**src/rtl/async_oneway_tx_scheduler.sv**
```systemverilog
// Transmit scheduler for the 6-bit one-way link: round-robin grant between two sources,
// then LSB-chunk-first serialization with debounce-safe packet_pulse strobes and a final commit strobe.
module async_oneway_tx_scheduler #(
  parameter int MESSAGE_SIZE = 100,
  parameter int SETUP_CYC    = 8,
  parameter int HIGH_CYC     = 16,
  parameter int LOW_CYC      = 16
) (
  input  logic                    clk,
  input  logic                    rst,
  input  logic                    req0,
  input  logic [MESSAGE_SIZE-1:0] msg0,
  output logic                    ack0,
  input  logic                    req1,
  input  logic [MESSAGE_SIZE-1:0] msg1,
  output logic                    ack1,
  output logic [5:0]              dout,
  output logic                    packet_pulse,
  output logic                    transmit_ctrl,
  output logic                    busy,
  output logic                    done
);

  localparam int NCHUNK  = (MESSAGE_SIZE + 5) / 6;
  localparam int PADW    = 6 * NCHUNK;
  localparam int CNT_MAX = (SETUP_CYC > HIGH_CYC) ?
                           ((SETUP_CYC > LOW_CYC) ? SETUP_CYC : LOW_CYC) :
                           ((HIGH_CYC > LOW_CYC) ? HIGH_CYC : LOW_CYC);
  localparam int CW      = (CNT_MAX > 1) ? $clog2(CNT_MAX) : 1;
  localparam int IW      = (NCHUNK > 1) ? $clog2(NCHUNK) : 1;

  typedef enum logic [2:0] {
    ST_IDLE       = 3'd0,
    ST_SETUP      = 3'd1,
    ST_HIGH       = 3'd2,
    ST_LOW        = 3'd3,
    ST_COMMIT     = 3'd4,
    ST_COMMIT_LOW = 3'd5
  } state_e;

  state_e          state_q;
  logic            last_grant_q;
  logic [PADW-1:0] shreg_q;
  logic [CW-1:0]   cnt_q;
  logic [IW-1:0]   chunk_idx_q;
  logic            ack0_q;
  logic            ack1_q;
  logic [5:0]      dout_q;
  logic            packet_pulse_q;
  logic            transmit_ctrl_q;
  logic            busy_q;
  logic            done_q;

  logic            grant_vld_d;
  logic            grant_sel_d;
  logic [PADW-1:0] shreg_load_d;
  logic [PADW-1:0] shreg_shift_d;

  // Arbitration: a lone requester wins outright, a tie goes to the source not granted last.
  always_comb begin
    grant_vld_d = 1'b0;
    grant_sel_d = 1'b0;
    if (req0 && req1) begin
      grant_vld_d = 1'b1;
      grant_sel_d = ~last_grant_q;
    end else if (req0) begin
      grant_vld_d = 1'b1;
      grant_sel_d = 1'b0;
    end else if (req1) begin
      grant_vld_d = 1'b1;
      grant_sel_d = 1'b1;
    end else begin
      grant_vld_d = 1'b0;
      grant_sel_d = 1'b0;
    end
  end

  // Zero-padded load image of the winning message and the next-chunk shift image.
  always_comb begin
    shreg_load_d  = grant_sel_d ? PADW'(msg1) : PADW'(msg0);
    shreg_shift_d = shreg_q >> 6;
  end

  // Sequencer: every state reloads the down-counter on entry and leaves when it reaches zero.
  always_ff @(posedge clk) begin
    if (rst) begin
      state_q         <= ST_IDLE;
      last_grant_q    <= 1'b1;
      shreg_q         <= {PADW{1'b0}};
      cnt_q           <= {CW{1'b0}};
      chunk_idx_q     <= {IW{1'b0}};
      ack0_q          <= 1'b0;
      ack1_q          <= 1'b0;
      dout_q          <= 6'h00;
      packet_pulse_q  <= 1'b0;
      transmit_ctrl_q <= 1'b0;
      busy_q          <= 1'b0;
      done_q          <= 1'b0;
    end else begin
      ack0_q <= 1'b0;
      ack1_q <= 1'b0;
      done_q <= 1'b0;
      case (state_q)
        ST_IDLE: begin
          packet_pulse_q  <= 1'b0;
          transmit_ctrl_q <= 1'b0;
          if (grant_vld_d) begin
            state_q      <= ST_SETUP;
            last_grant_q <= grant_sel_d;
            shreg_q      <= shreg_load_d;
            dout_q       <= shreg_load_d[5:0];
            cnt_q        <= CW'(SETUP_CYC - 1);
            chunk_idx_q  <= {IW{1'b0}};
            ack0_q       <= ~grant_sel_d;
            ack1_q       <= grant_sel_d;
            busy_q       <= 1'b1;
          end else begin
            dout_q <= 6'h00;
            busy_q <= 1'b0;
          end
        end
        ST_SETUP: begin
          if (cnt_q == CW'(0)) begin
            state_q        <= ST_HIGH;
            cnt_q          <= CW'(HIGH_CYC - 1);
            packet_pulse_q <= 1'b1;
          end else begin
            cnt_q <= cnt_q - CW'(1);
          end
        end
        ST_HIGH: begin
          if (cnt_q == CW'(0)) begin
            state_q        <= ST_LOW;
            cnt_q          <= CW'(LOW_CYC - 1);
            packet_pulse_q <= 1'b0;
          end else begin
            cnt_q <= cnt_q - CW'(1);
          end
        end
        ST_LOW: begin
          if (cnt_q == CW'(0)) begin
            if (chunk_idx_q == IW'(NCHUNK - 1)) begin
              state_q         <= ST_COMMIT;
              cnt_q           <= CW'(HIGH_CYC - 1);
              transmit_ctrl_q <= 1'b1;
            end else begin
              // dout only moves here, while both strobes are low
              state_q     <= ST_SETUP;
              cnt_q       <= CW'(SETUP_CYC - 1);
              shreg_q     <= shreg_shift_d;
              dout_q      <= shreg_shift_d[5:0];
              chunk_idx_q <= chunk_idx_q + IW'(1);
            end
          end else begin
            cnt_q <= cnt_q - CW'(1);
          end
        end
        ST_COMMIT: begin
          if (cnt_q == CW'(0)) begin
            state_q         <= ST_COMMIT_LOW;
            cnt_q           <= CW'(LOW_CYC - 1);
            transmit_ctrl_q <= 1'b0;
          end else begin
            cnt_q <= cnt_q - CW'(1);
          end
        end
        ST_COMMIT_LOW: begin
          if (cnt_q == CW'(0)) begin
            state_q <= ST_IDLE;
            cnt_q   <= {CW{1'b0}};
            dout_q  <= 6'h00;
            busy_q  <= 1'b0;
            done_q  <= 1'b1;
          end else begin
            cnt_q <= cnt_q - CW'(1);
          end
        end
        default: begin
          state_q         <= ST_IDLE;
          cnt_q           <= {CW{1'b0}};
          dout_q          <= 6'h00;
          packet_pulse_q  <= 1'b0;
          transmit_ctrl_q <= 1'b0;
          busy_q          <= 1'b0;
        end
      endcase
    end
  end

  assign ack0          = ack0_q;
  assign ack1          = ack1_q;
  assign dout          = dout_q;
  assign packet_pulse  = packet_pulse_q;
  assign transmit_ctrl = transmit_ctrl_q;
  assign busy          = busy_q;
  assign done          = done_q;

endmodule

```
**config.mk**
```make
export PLATFORM = sky130hd
export DESIGN_NAME = async_oneway_tx_scheduler
export DESIGN_NICKNAME = d
export VERILOG_FILES = /design/src/rtl/async_oneway_tx_scheduler.sv
export SDC_FILE = /design/constraint.sdc
export NUM_CORES = 1
export LEC_CHECK = 0
export CAP_MARGIN = 40
export CORE_AREA = 2 2 148 107
export CTS_CLUSTER_DIAMETER = 40
export DETAILED_ROUTE_END_ITERATION = 6
export DIE_AREA = 0 0 150 109
export HOLD_SLACK_MARGIN = 0.06
export PLACE_DENSITY_LB_ADDON = 0.1
export SYNTH_ARGS = -nofsm -noshare
export SYNTH_HDL_FRONTEND = slang
export SYNTH_SLANG_ARGS = --single-unit
export TNS_END_PERCENT = 30
```
**constraint.sdc**
```tcl
create_clock -name clk -period 1.9 [get_ports clk]
set_clock_uncertainty 0.1 [all_clocks]
set_input_delay 0.38 -clock clk [delete_from_list [all_inputs] [get_ports clk]]
set_output_delay 0.38 -clock clk [all_outputs]
set_load 0.005 [all_outputs]
```
Figure 1. Congestion heat map.
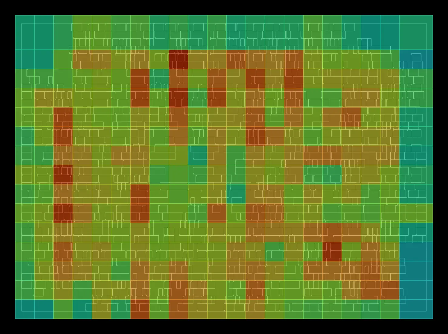
most used routing layer: met2
met1 Usage GRT: 32.7%
aggregate global-route resource usage: 22.3%

Figure 2. Clock network drawn from the DEF.
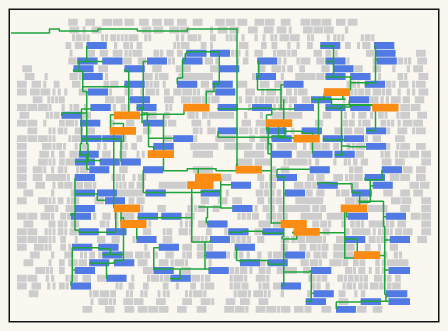
- cells driving clock nets: orange (count 17)
- clock wires: green (length 1590 um)
- flip-flops: blue (count 119)
- routed clock nets: 18

==> impl_results.html <==
<h2>Synthesis and place &amp; route</h2>
<table>
<tr><th>Metric</th><th>Value</th></tr>
<tr><th colspan="2">Clock tree</th></tr>
<tr><td>Maximum buffer depth of the clock tree</td><td>2</td></tr>
<tr><td>Clock transition at the register clock pins on the worst setup and hold paths after CTS</td><td>approximately 60 ps</td></tr>
<tr><td>Total clock buffers created by CTS</td><td>17</td></tr>
<tr><td>Quantity of hold-fixing buffers added after cts</td><td>0</td></tr>
<tr><td>Buffer type at the clock tree root</td><td>clkbuf_16</td></tr>
<tr><td>H-tree depth reported by CTS</td><td>4</td></tr>
<tr><td>Clock tree sinks</td><td>119</td></tr>
<tr><td>CTS tree</td><td>yes</td></tr>
<tr><td>Insertion Delay late pin</td><td>410 ps</td></tr>
<tr><th colspan="2">Global routing</th></tr>
<tr><td>Maximum number of pins on one net before global-route repair</td><td>~70</td></tr>
<tr><td>Leftover overflow at the end of global routing</td><td>0</td></tr>
<tr><td>Initial antenna violation count</td><td>0</td></tr>
<tr><td>First-pass GRT wire length</td><td>~29000 um</td></tr>
<tr><td>Number of global-route vias before repair</td><td>5864</td></tr>
<tr><th colspan="2">Place</th></tr>
<tr><td>Port bufs</td><td>about 220</td></tr>
<tr><td>Estimated wirelength of the detail-placed design</td><td>approximately 13000 um</td></tr>
<tr><td>GP Congestion</td><td>between 0.8 and 0.9</td></tr>
<tr><td>Placed inst area</td><td>between 8000 and 9000 um^2</td></tr>
<tr><td>Cells after DPL</td><td>1181</td></tr>
<tr><th colspan="2">Run</th></tr>
<tr><td>Max Cap Violations</td><td>0</td></tr>
<tr><td>Total tool warning count</td><td>28</td></tr>
<tr><th colspan="2">Timing</th></tr>
<tr><td>Post-layout period usage of the worst path</td><td>97.2%</td></tr>
<tr><td>Measured slew at the worst slew-check pin</td><td>slightly above 400 ps</td></tr>
<tr><td>Time the worst path needs with I/O delays and setup</td><td>between 1500 and 2000 ps</td></tr>
<tr><td>Pins over their slew limit</td><td>0</td></tr>
<tr><td>Highest Clock Rate</td><td>approximately 0.54 GHz</td></tr>
<tr><td>Final sum of negative setup slack</td><td>0 ps</td></tr>
<tr><td>Number of hold violations in the final report</td><td>0</td></tr>
<tr><td>Unrepaired setup endpoints after global routing</td><td>true</td></tr>
<tr><td>Total of endpoints with negative setup slack in the final report</td><td>0</td></tr>
<tr><td>Relative max-transition margin</td><td>between 70% and 80%</td></tr>
<tr><th colspan="2">Final layout</th></tr>
<tr><td>Summed area of non-filler cells in the final layout</td><td>9380 um^2</td></tr>
<tr><td>Number of non-filler instances in the completed layout</td><td>~1200</td></tr>
<tr><td>Fraction of final layout cells with drive strength greater than 1</td><td>approximately a tenth</td></tr>
<tr><td>Number of antenna repair diodes</td><td>0</td></tr>
<tr><td>Area of combinational cells with multiple inputs</td><td>between 3000 and 4000 um^2</td></tr>
<tr><td>Final #Nets</td><td>1210</td></tr>
<tr><td>Most used logic cell in the final layout</td><td>clkdlybuf4s50_1</td></tr>
<tr><td>Most instantiated logic cells after routing</td><td>215 x clkdlybuf4s50_1, 206 x nand2_1, 115 x dfxtp_1, 95 x nor2_1, 95 x a22o_1</td></tr>
<tr><td>Synth-to-layout area growth</td><td>55.7%</td></tr>
<tr><td>Number of filler instances in the final layout</td><td>between 1000 and 1500</td></tr>
<tr><td>Flip-flop and latch area</td><td>around 2400 um^2</td></tr>
<tr><th colspan="2">Floorplan</th></tr>
<tr><td>Area inside the core boundary</td><td>between 15000 and 20000 um^2</td></tr>
<tr><td>Number of placement rows</td><td>38</td></tr>
<tr><td>Fp util</td><td>40.1%</td></tr>
<tr><td>Vertical extent of the die</td><td>approximately 110 um</td></tr>
<tr><td>Die Area</td><td>around 16000 um^2</td></tr>
<tr><td>Die Width</td><td>around 150 um</td></tr>
<tr><td>Boundary Pins</td><td>216</td></tr>
<tr><th colspan="2">Logic synthesis</th></tr>
<tr><td>Number of warnings issued by yosys</td><td>0</td></tr>
<tr><td>Number of distinct library cell variants in the gate-level netlist after synthesis</td><td>around 48</td></tr>
<tr><td>Main flop type after synthesis</td><td>dfxtp_1</td></tr>
<tr><td>Share of the yosys chip area belonging to registers</td><td>39.5%</td></tr>
<tr><td>Chip area estimate from yosys synthesis</td><td>roughly 6000 um^2</td></tr>
<tr><td>Leading area contributor after synthesis</td><td>dfxtp_1</td></tr>
<tr><td>Flops after synth</td><td>119</td></tr>
<tr><td>Area share of the leading cell type in the synthesized netlist</td><td>roughly 40%</td></tr>
<tr><td>Average footprint of a synthesized cell</td><td>7.61 um^2</td></tr>
<tr><td>Async set or reset register ratio after synthesis</td><td>0%</td></tr>
<tr><td>Mapped cell area</td><td>~6000 um^2</td></tr>
<tr><td>Number of synthesized flops with an enable pin</td><td>0</td></tr>
<tr><td>Gate Count Post-Synth</td><td>a little under 800</td></tr>
<tr><td>Yosys cell count</td><td>just under 800</td></tr>
<tr><td>Syn Nets</td><td>between 900 and 1000</td></tr>
<tr><td>Synth top area cells</td><td>dfxtp_1 40%, a22o_1 14%, nand2_1 13%</td></tr>
<tr><th colspan="2">Power and ir drop</th></tr>
<tr><td>Max rail drop VDD</td><td>about 460 uV</td></tr>
<tr><td>Total power</td><td>roughly 8300 uW</td></tr>
<tr><td>Leakage power summed over all cells</td><td>about 0.004 uW</td></tr>
<tr><td>Power per Cell Area</td><td>882 nW/um^2</td></tr>
<tr><th colspan="2">Critical path</th></tr>
<tr><td>Worst EP required</td><td>between 2000 and 2500 ps</td></tr>
<tr><td>Crit start category</td><td>register</td></tr>
<tr><td>Highest fanout seen on the critical path</td><td>19</td></tr>
<tr><td>Arrival time reported for the critical path endpoint</td><td>between 2000 and 2500 ps</td></tr>
<tr><td>Worst Setup Path Type</td><td>reg -&gt; reg</td></tr>
<tr><td>Endpoint class of the critical path</td><td>register</td></tr>
<tr><th colspan="2">Detailed routing</th></tr>
<tr><td>Count of unresolved DRC violations after routing</td><td>0</td></tr>
<tr><td>M1 wire length</td><td>9230 um</td></tr>
<tr><td>Total number of vias</td><td>6340</td></tr>
<tr><td>Antenna-violating nets left</td><td>0</td></tr>
<tr><td>Routed via count divided by cell count</td><td>around 5.2</td></tr>
<tr><td>Total length of routed met3 wires</td><td>around 1200 um</td></tr>
<tr><td>Iteration-0 DRC Markers</td><td>about 380</td></tr>
<tr><td>Highest Signal Layer</td><td>met4</td></tr>
<tr><td>DRT Pass-1 Iters</td><td>4</td></tr>
<tr><td>Wire length on met2</td><td>7840 um</td></tr>
<tr><td>Post-DR wirelength/cell</td><td>~15 um</td></tr>
<tr><td>WL final</td><td>18500 um</td></tr>
<tr><th colspan="2">Outcome</th></tr>
<tr><td>Result of the run</td><td>finished, final reports clean</td></tr>
<tr><th colspan="2">Worst hold path</th></tr>
<tr><td>Classification of the worst-slack hold path</td><td>reg -&gt; reg</td></tr>
</table>
Figure 3. Pin map.
Pins as bars across the die edge, other pins in gray.
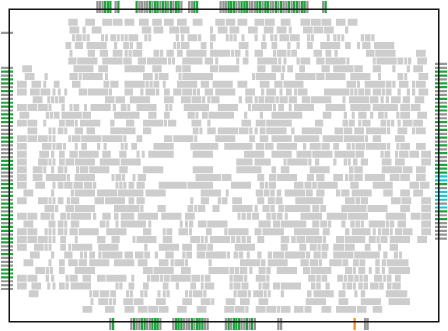
- `dout`: cyan (pins 6; direction output; edge right)
- `transmit_ctrl`: orange (pins 1; direction output; edge bottom)
- `msg1`: green (pins 100; direction input; edge 33 top, 29 left, 20 bottom, 18 right)
- all pins by edge: 66 top, 59 left, 46 right, 45 bottom

Figure 4. Signal wires by layer.
Only two layers are drawn.
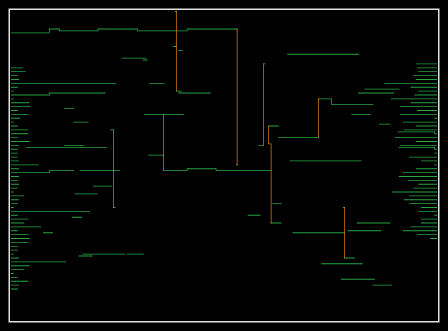
- met4: orange (wire length 217 um)
- met3: green (wire length 1200 um)

## cell usage after synthesis (all sizes together), types with 2 or more instances
| cell | number |
|---|---|
| or2 | 2 |
| a21oi | 23 |
| or3 | 2 |
| nor2b | 3 |
| clkbuf | 47 |
| dfxtp | 119 |
| inv | 5 |
| nand3 | 4 |
| o31ai | 3 |
| buf | 26 |
| a22o | 95 |
| mux2i | 6 |
| nand2 | 206 |
| nor3 | 7 |
| a31oi | 89 |
| or4 | 4 |
| o41ai | 2 |
| nor2 | 96 |
| nor3b | 2 |
| ha | 2 |
| nand4 | 3 |
| a21o | 6 |
| and2 | 2 |
| o21ai | 19 |
## logic make-up (layout without fill, tap and decap cells)
logic type,after synthesis,in the layout,share of synthesized area (%)
AND-OR/OR-AND,247,247,29.7
buffers and inverters,78,303,5.79
flip-flops,119,119,39.5
AND/OR/NAND/NOR,339,339,23.5
XOR/XNOR,1,1,0.145
multiplexers,6,6,0.997
adder cells (fa/ha/maj),2,2,0.415
## state kept, by name, indices dropped and copies added, names as in the netlist
register       cells
shreg_q           94
dout               6
chunk_idx_q        5
cnt_q              4
state_q            3
ack0               1
ack1               1
busy               1
done               1
last_grant_q       1
packet_pulse       1
transmit_ctrl      1
## per-layer routing
metal,track usage (%),vias up
met1,32.7,2874
met4,5.80,0
li1,-,3253
met3,4.94,19
met5,0,-
met2,33.1,194
## critical path: stages (launching register included)
cell and delay [ps]:
dfxtp_2 370, nor4_4 450, nor2_4 130, nor3_4 240, buf_12 170, clkbuf_16 190
a22o_1 140
## stage by stage
step	setup WS, ps	hold WS, ps	utilization [%]
final	53.3	376	62.4
after global routing	-1.42	384	62.4
after CTS	15.9	376	61.3
after detailed placement	-390	364	57.5
after global placement	-377	362	57.5
after floorplan	27.8	340	-
## what timing repair did
item / 4_1_cts / 5_1_grt
buffers inserted: 0 / 2
endpoints found under the setup margin: 0 / 95
resized: 0 / 19
## power breakdown
part / switching [uW] / internal (uW)
clock network: 1150 / 1950
logic: 931 / 1170
registers: 225 / 2850
total: 2310 / 5960
## layout make-up
class / count / share of cell area [%]
tap: 200 / 2.67
multi-input combinational: 595 / 35.9
timing repair buffer: 266 / 29.6
clock buffer: 19 / 4.72
clock inverter: 13 / 1.40
sequential: 119 / 25.4
inverter: 5 / 0.200
## worst paths after layout
kind	start	slack, ps	depth (start not counted)	end
min	shreg_q[98]$_SDFFE_PP0P_	380	2	shreg_q[98]$_SDFFE_PP0P_
min reg2reg	shreg_q[98]$_SDFFE_PP0P_	380	2	shreg_q[98]$_SDFFE_PP0P_
max	cnt_q[1]$_SDFFE_PP0N_	50	6	shreg_q[91]$_SDFFE_PP0P_
max reg2reg	cnt_q[1]$_SDFFE_PP0N_	50	6	shreg_q[91]$_SDFFE_PP0P_
No activity file was given, so power comes from the tool's default toggle rates.
